m1.png
Scale: 10 px per um. Supply wires on this layer in grey.
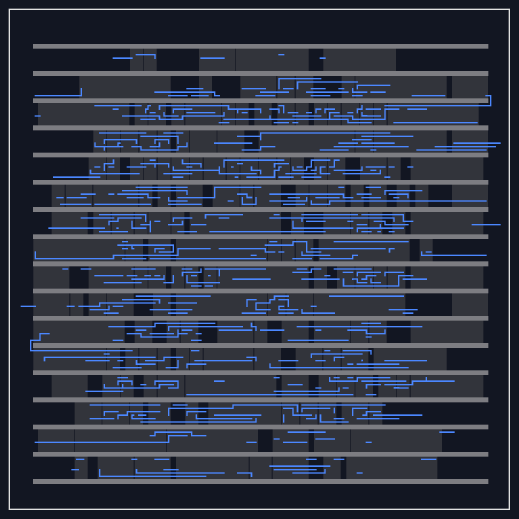
m2.png
Scale: 10 px per um.
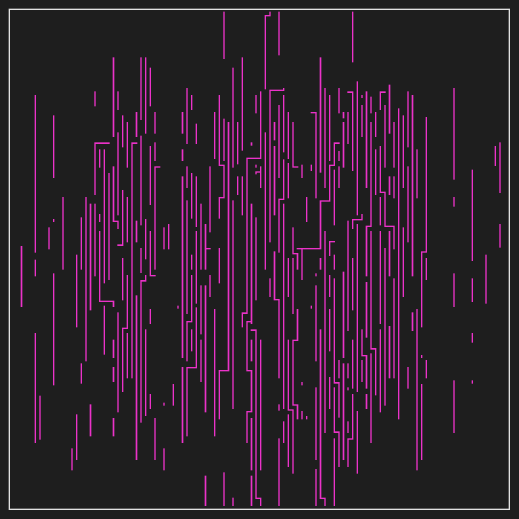
m3.png
Scale: 12 px per um.
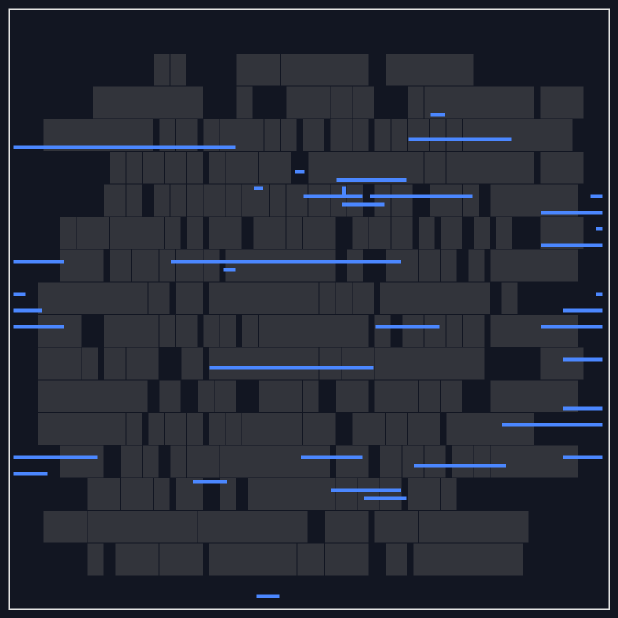
`config.mk`:
```
export PLATFORM = sky130hd
export DESIGN_NAME = shft_burst_reg
export DESIGN_NICKNAME = d
export VERILOG_FILES = /design/src/rtl/shft_pkg.sv /design/src/rtl/shft_step.sv /design/src/rtl/shft_burst_reg.sv
export SDC_FILE = /design/constraint.sdc
export NUM_CORES = 1
export LEC_CHECK = 0
export ABC_AREA = 1
export CORE_MARGIN = 2
export CORE_UTILIZATION = 48
export CTS_BUF_LIST = sky130_fd_sc_hd__clkbuf_4 sky130_fd_sc_hd__clkbuf_8
export DETAILED_ROUTE_END_ITERATION = 12
export PLACE_DENSITY = 0.82
export REMOVE_ABC_BUFFERS = 1
export SKIP_LAST_GASP = 1
export SYNTH_ARGS = -nofsm -noshare
export SYNTH_HDL_FRONTEND = slang
export SYNTH_SLANG_ARGS = --single-unit
export TNS_END_PERCENT = 100
```
`constraint.sdc`:
```
create_clock -name clk -period 1.34 [get_ports clk]
set_clock_uncertainty 0.05 [all_clocks]
set_input_delay 0.268 -clock clk [delete_from_list [all_inputs] [get_ports clk]]
set_output_delay 0.268 -clock clk [all_outputs]
set_load 0.1 [all_outputs]
```
`src/rtl/shft_pkg.sv`:
```
// -----------------------------------------------------------------------------
// shft_pkg
// Shared definitions for the burst shift register slice: the shift-mode
// encodings seen on the mode input and the two-state burst FSM encoding.
// No ports; imported by shft_step and shft_burst_reg.
// -----------------------------------------------------------------------------
package shft_pkg;

  // Shift mode as presented on the mode input and latched at burst start
  typedef enum logic [1:0] {
    MODE_LSL = 2'b00,
    MODE_LSR = 2'b01,
    MODE_ROL = 2'b10,
    MODE_ROR = 2'b11
  } shift_mode_e;

  // Burst controller states
  typedef enum logic {
    ST_IDLE  = 1'b0,
    ST_SHIFT = 1'b1
  } shift_state_e;

endpackage : shft_pkg

```
`src/rtl/shft_step.sv`:
```
// -----------------------------------------------------------------------------
// shft_step
// Purely combinational single-step shifter. Given the current register value,
// a shift mode and a serial fill bit, produces the value after one shift and
// the bit that falls off the end.
//
// Parameters:
//   WIDTH       data width in bits (>= 2)
// Ports:
//   q_i         current register value
//   mode_i      shift mode (LSL/LSR/ROL/ROR)
//   sin_i       fill bit, used by the logical modes only
//   q_next_o    register value after one shift
//   bit_out_o   bit shifted out of the register
// -----------------------------------------------------------------------------
module shft_step
  import shft_pkg::*;
#(
  parameter int WIDTH = 8
) (
  input  logic [WIDTH-1:0] q_i,
  input  shift_mode_e      mode_i,
  input  logic             sin_i,
  output logic [WIDTH-1:0] q_next_o,
  output logic             bit_out_o
);

  // Rotates recirculate the outgoing bit; logical shifts pull in sin_i
  always_comb begin
    q_next_o  = q_i;
    bit_out_o = 1'b0;
    case (mode_i)
      MODE_LSL: begin
        bit_out_o = q_i[WIDTH-1];
        q_next_o  = {q_i[WIDTH-2:0], sin_i};
      end
      MODE_LSR: begin
        bit_out_o = q_i[0];
        q_next_o  = {sin_i, q_i[WIDTH-1:1]};
      end
      MODE_ROL: begin
        bit_out_o = q_i[WIDTH-1];
        q_next_o  = {q_i[WIDTH-2:0], q_i[WIDTH-1]};
      end
      MODE_ROR: begin
        bit_out_o = q_i[0];
        q_next_o  = {q_i[0], q_i[WIDTH-1:1]};
      end
      default: begin
        q_next_o  = q_i;
        bit_out_o = 1'b0;
      end
    endcase
  end

endmodule : shft_step

```
`src/rtl/shft_burst_reg.sv`:
```
// -----------------------------------------------------------------------------
// shft_burst_reg
// Parallel-load shift register with a self-timed burst engine. A start in
// IDLE latches a mode and shift count, then one shift is performed per clock
// until the count runs out (done pulse) or abort is seen (no done pulse).
//
// Parameters:
//   WIDTH        data width in bits (>= 2)
//   CNT_W        width of the shift count input
// Ports:
//   clk          rising-edge clock
//   rst          asynchronous active-high reset
//   load_i       parallel load strobe (IDLE only, wins over start_i)
//   ld_data_i    parallel load value
//   start_i      launch a burst (IDLE only)
//   mode_i       shift mode, latched at start
//   shift_num_i  number of shifts in the burst, latched at start
//   sin_i        serial fill bit for logical shifts, sampled every shift
//   abort_i      terminate a running burst without a done pulse
//   q_o          register contents
//   cout_o       last bit shifted out
//   busy_o       burst in progress
//   done_o       one-cycle pulse when a burst completes
//   parity_o     even parity of q_o (only when SHFT_PARITY_EN is defined)
//
// Build option: define SHFT_PARITY_EN to add the registered parity_o output.
// -----------------------------------------------------------------------------
module shft_burst_reg
  import shft_pkg::*;
#(
  parameter int WIDTH = 8,
  parameter int CNT_W = $clog2(WIDTH) + 1
) (
  input  logic             clk,
  input  logic             rst,
  input  logic             load_i,
  input  logic [WIDTH-1:0] ld_data_i,
  input  logic             start_i,
  input  logic [1:0]       mode_i,
  input  logic [CNT_W-1:0] shift_num_i,
  input  logic             sin_i,
  input  logic             abort_i,
  output logic [WIDTH-1:0] q_o,
  output logic             cout_o,
  output logic             busy_o,
`ifdef SHFT_PARITY_EN
  output logic             done_o,
  output logic             parity_o
`else
  output logic             done_o
`endif
);

  localparam logic [CNT_W-1:0] CntOne = CNT_W'(1);

  shift_state_e     state_q;
  shift_mode_e      mode_q;
  logic [CNT_W-1:0] count_q;
  logic [WIDTH-1:0] data_q;
  logic             cout_q;
  logic             busy_q;
  logic             done_q;
  logic [WIDTH-1:0] data_d;
  logic             cout_d;
`ifdef SHFT_PARITY_EN
  logic             parity_q;
`endif

  // One shift of the current contents using the mode latched at start
  shft_step #(
    .WIDTH(WIDTH)
  ) uStep (
    .q_i      (data_q),
    .mode_i   (mode_q),
    .sin_i    (sin_i),
    .q_next_o (data_d),
    .bit_out_o(cout_d)
  );

  // Burst FSM with all outputs registered. An abort in SHIFT takes priority
  // over the shift on that edge, including the final one, so an aborted burst
  // never produces done and keeps its partial result.
  always_ff @(posedge clk or posedge rst) begin
    if (rst) begin
      state_q  <= ST_IDLE;
      mode_q   <= MODE_LSL;
      count_q  <= '0;
      data_q   <= '0;
      cout_q   <= 1'b0;
      busy_q   <= 1'b0;
      done_q   <= 1'b0;
`ifdef SHFT_PARITY_EN
      parity_q <= 1'b0;
`endif
    end else begin
      done_q <= 1'b0;
      case (state_q)
        ST_IDLE: begin
          if (load_i) begin
            data_q   <= ld_data_i;
`ifdef SHFT_PARITY_EN
            parity_q <= ^ld_data_i;
`endif
          end else if (start_i) begin
            if (shift_num_i != '0) begin
              mode_q  <= shift_mode_e'(mode_i);
              count_q <= shift_num_i;
              busy_q  <= 1'b1;
              state_q <= ST_SHIFT;
            end else begin
              // Zero-length burst completes immediately without going busy
              done_q <= 1'b1;
            end
          end
        end
        ST_SHIFT: begin
          if (abort_i) begin
            count_q <= '0;
            busy_q  <= 1'b0;
            state_q <= ST_IDLE;
          end else begin
            data_q   <= data_d;
            cout_q   <= cout_d;
            count_q  <= count_q - CntOne;
`ifdef SHFT_PARITY_EN
            parity_q <= ^data_d;
`endif
            if (count_q == CntOne) begin
              busy_q  <= 1'b0;
              done_q  <= 1'b1;
              state_q <= ST_IDLE;
            end
          end
        end
        default: begin
          busy_q  <= 1'b0;
          state_q <= ST_IDLE;
        end
      endcase
    end
  end

  assign q_o      = data_q;
  assign cout_o   = cout_q;
  assign busy_o   = busy_q;
  assign done_o   = done_q;
`ifdef SHFT_PARITY_EN
  assign parity_o = parity_q;
`endif

endmodule : shft_burst_reg
```
==> qor.csv <==
metric,value,unit
Flops after synth,18,
DP Worst Slack,-0.225,ns
Max Slew Vio Count,0,
Syn Std Cell Area,1010,um^2
Worst path depth,1,
cell count after placement,205,
cts hold-fix bufs,0,
max_cap viols,0,
critical path peak fanout,4,
first-pass GRT wire length,4750,um
CTS H-tree depth,1,
Die X,49.9,um
Root Buffer Master,clkbuf_4,
status,completed,
asr flop ratio synth,100,%
r2r worst-path depth,8,
yosys stat area,1010,um^2
CP Buf/Inv Count,1,
Critical Path AT,0.98,ns
I/O pins,31,
highest cell delay on the worst timing path,0.47,ns
post-route total power,3.16,mW
cell type with the largest total area,dfrtp_1,
clk sinks,18,
critical path data required time,1.02,ns
Hold Path Class,input port to async pin,
Static Leak,0.779,nW
fmax,770,MHz
R2R Path Start,count_q[0]$_DFFE_PP0P_,
Post-DP Area,1540,um^2
Most common reg cell,dfrtp_1,
number of enable flip-flop cells,0,
dpl hpwl,2170,um
Peak supply drop,1.47,mV
YS warnings,0,
"Slowest-stage cell, CP",dfrtp_1,
OpenROAD warning count,26,
Layout Utilization,80.2,%
number of global-route vias before repair,1140,
Slew headroom,83.9,%
largest net degree at the start of global routing,19,
Synth Seq Share,44.6,%
PD cells,1990,nW/um^2
DRC,0,
most frequent cell after synthesis,nand2_1,
Synth Instances,139,
initial antenna violation count,0,
# Cells Yosys,139,
Final min period,1.30,ns
clk buf depth,2,
CTS Buf Count,3,
Antenna Cells,0,
r2r setup slk,0.07,ns
CTS tree,yes,
synthesis-to-finish area growth,57.5,%
GR Overflow Total,0,
"Distinct cells, synth",16,
fp_density,50.9,%
Top delay family on crit path,flip-flops,
post-synth top area share,44.6,%
final net count,207,
gpl congestion,0.931,
critical path class,register to output port,
layout cell share with drive strength beyond 1,19.6,%
crit path launch type,register,
Rows,16,
Back to the opening pictures, m1.png:
The layer holds 39% of the routed length. The layer carries 1140 um of wire.
Post-Route WL: 2940 um
met1 Track Usage GR: 26.6%
via count: 1109

Back to the opening pictures, m2.png:
179 nets have wire on it. The wires run mostly vertical. The longest straight run is 30.9 um. The layer carries 1550 um of wire. The layer holds 53% of the routed length.

Back to the opening pictures, m3.png:
The layer carries 169 um of wire. The wires run mostly horizontal. The layer holds 5.7% of the routed length. 33 nets have wire on it.

[what timing repair did]
item,4_1_cts,5_1_grt
setup buffers,0,2
resized,0,3
endpoints found under the setup margin,0,4
[layout make-up]
| type | count | area [um^2] |
|---|---|---|
| Inverter | 19 | 71.3 |
| Multi-Input combinational cell | 99 | 469 |
| Sequential cell | 18 | 452 |
| Tap cell | 27 | 33.8 |
| Fill cell | 119 | 392 |
| Timing Repair Buffer | 44 | 528 |
| Clock buffer | 4 | 36.3 |
[logic make-up (layout without fill, tap and decap cells)]
group           after synthesis  count (layout)  share of synthesized area [%]
compound gates               37              37                           19.3
simple gates                 60              60                           24.4
fa+ha+maj                     2               2                           2.48
buf+inv                      22              67                           9.17
flops                        18              18                           44.6
[layout by cell type (no fill, tap or decap), drive strengths merged]
cell type	n
nand2	35
buf	25
o21ai	22
clkdlybuf4s50	19
inv	19
dfrtp	18
nor2	14
nand3	11
a21oi	10
clkbuf	4
a22oi	2
o22ai	2
ha	2
o211ai	1
[layer usage]
layer	wire, um	track usage [%]	share of wire, %
met2	1550	47.6	53
met5	0	0	0
met1	1140	26.6	39
met3	168	4.24	5.7
met4	75	13.4	2.6
[registers in the layout, summed over array words and instances (netlist names)]
| register | cells |
|---|---|
| mode_q | 2 |
| state_q | 1 |
| count_q | 4 |
| q_o | 8 |
| cout_o | 1 |
| done_o | 1 |
| busy_o | 1 |
[per-stage QoR]
stage | hold WS (ns) | setup TNS (ns)
2_1_floorplan | 0.157 | -1.21
3_3_place_gp | 0.467 | -1.61
3_5_place_dp | 0.484 | -2.14
4_1_cts | 0.230 | 0
5_1_grt | 0.273 | -0.00685
6_report | 0.220 | 0
[power breakdown]
group          internal (mW)  switching (mW)  total (mW)
Combinational          0.694            1.20        1.90
Sequential             0.702           0.212       0.914
Clock                  0.166           0.186       0.352
Power figures rest on the tool's default switching activity, not on a simulated workload.
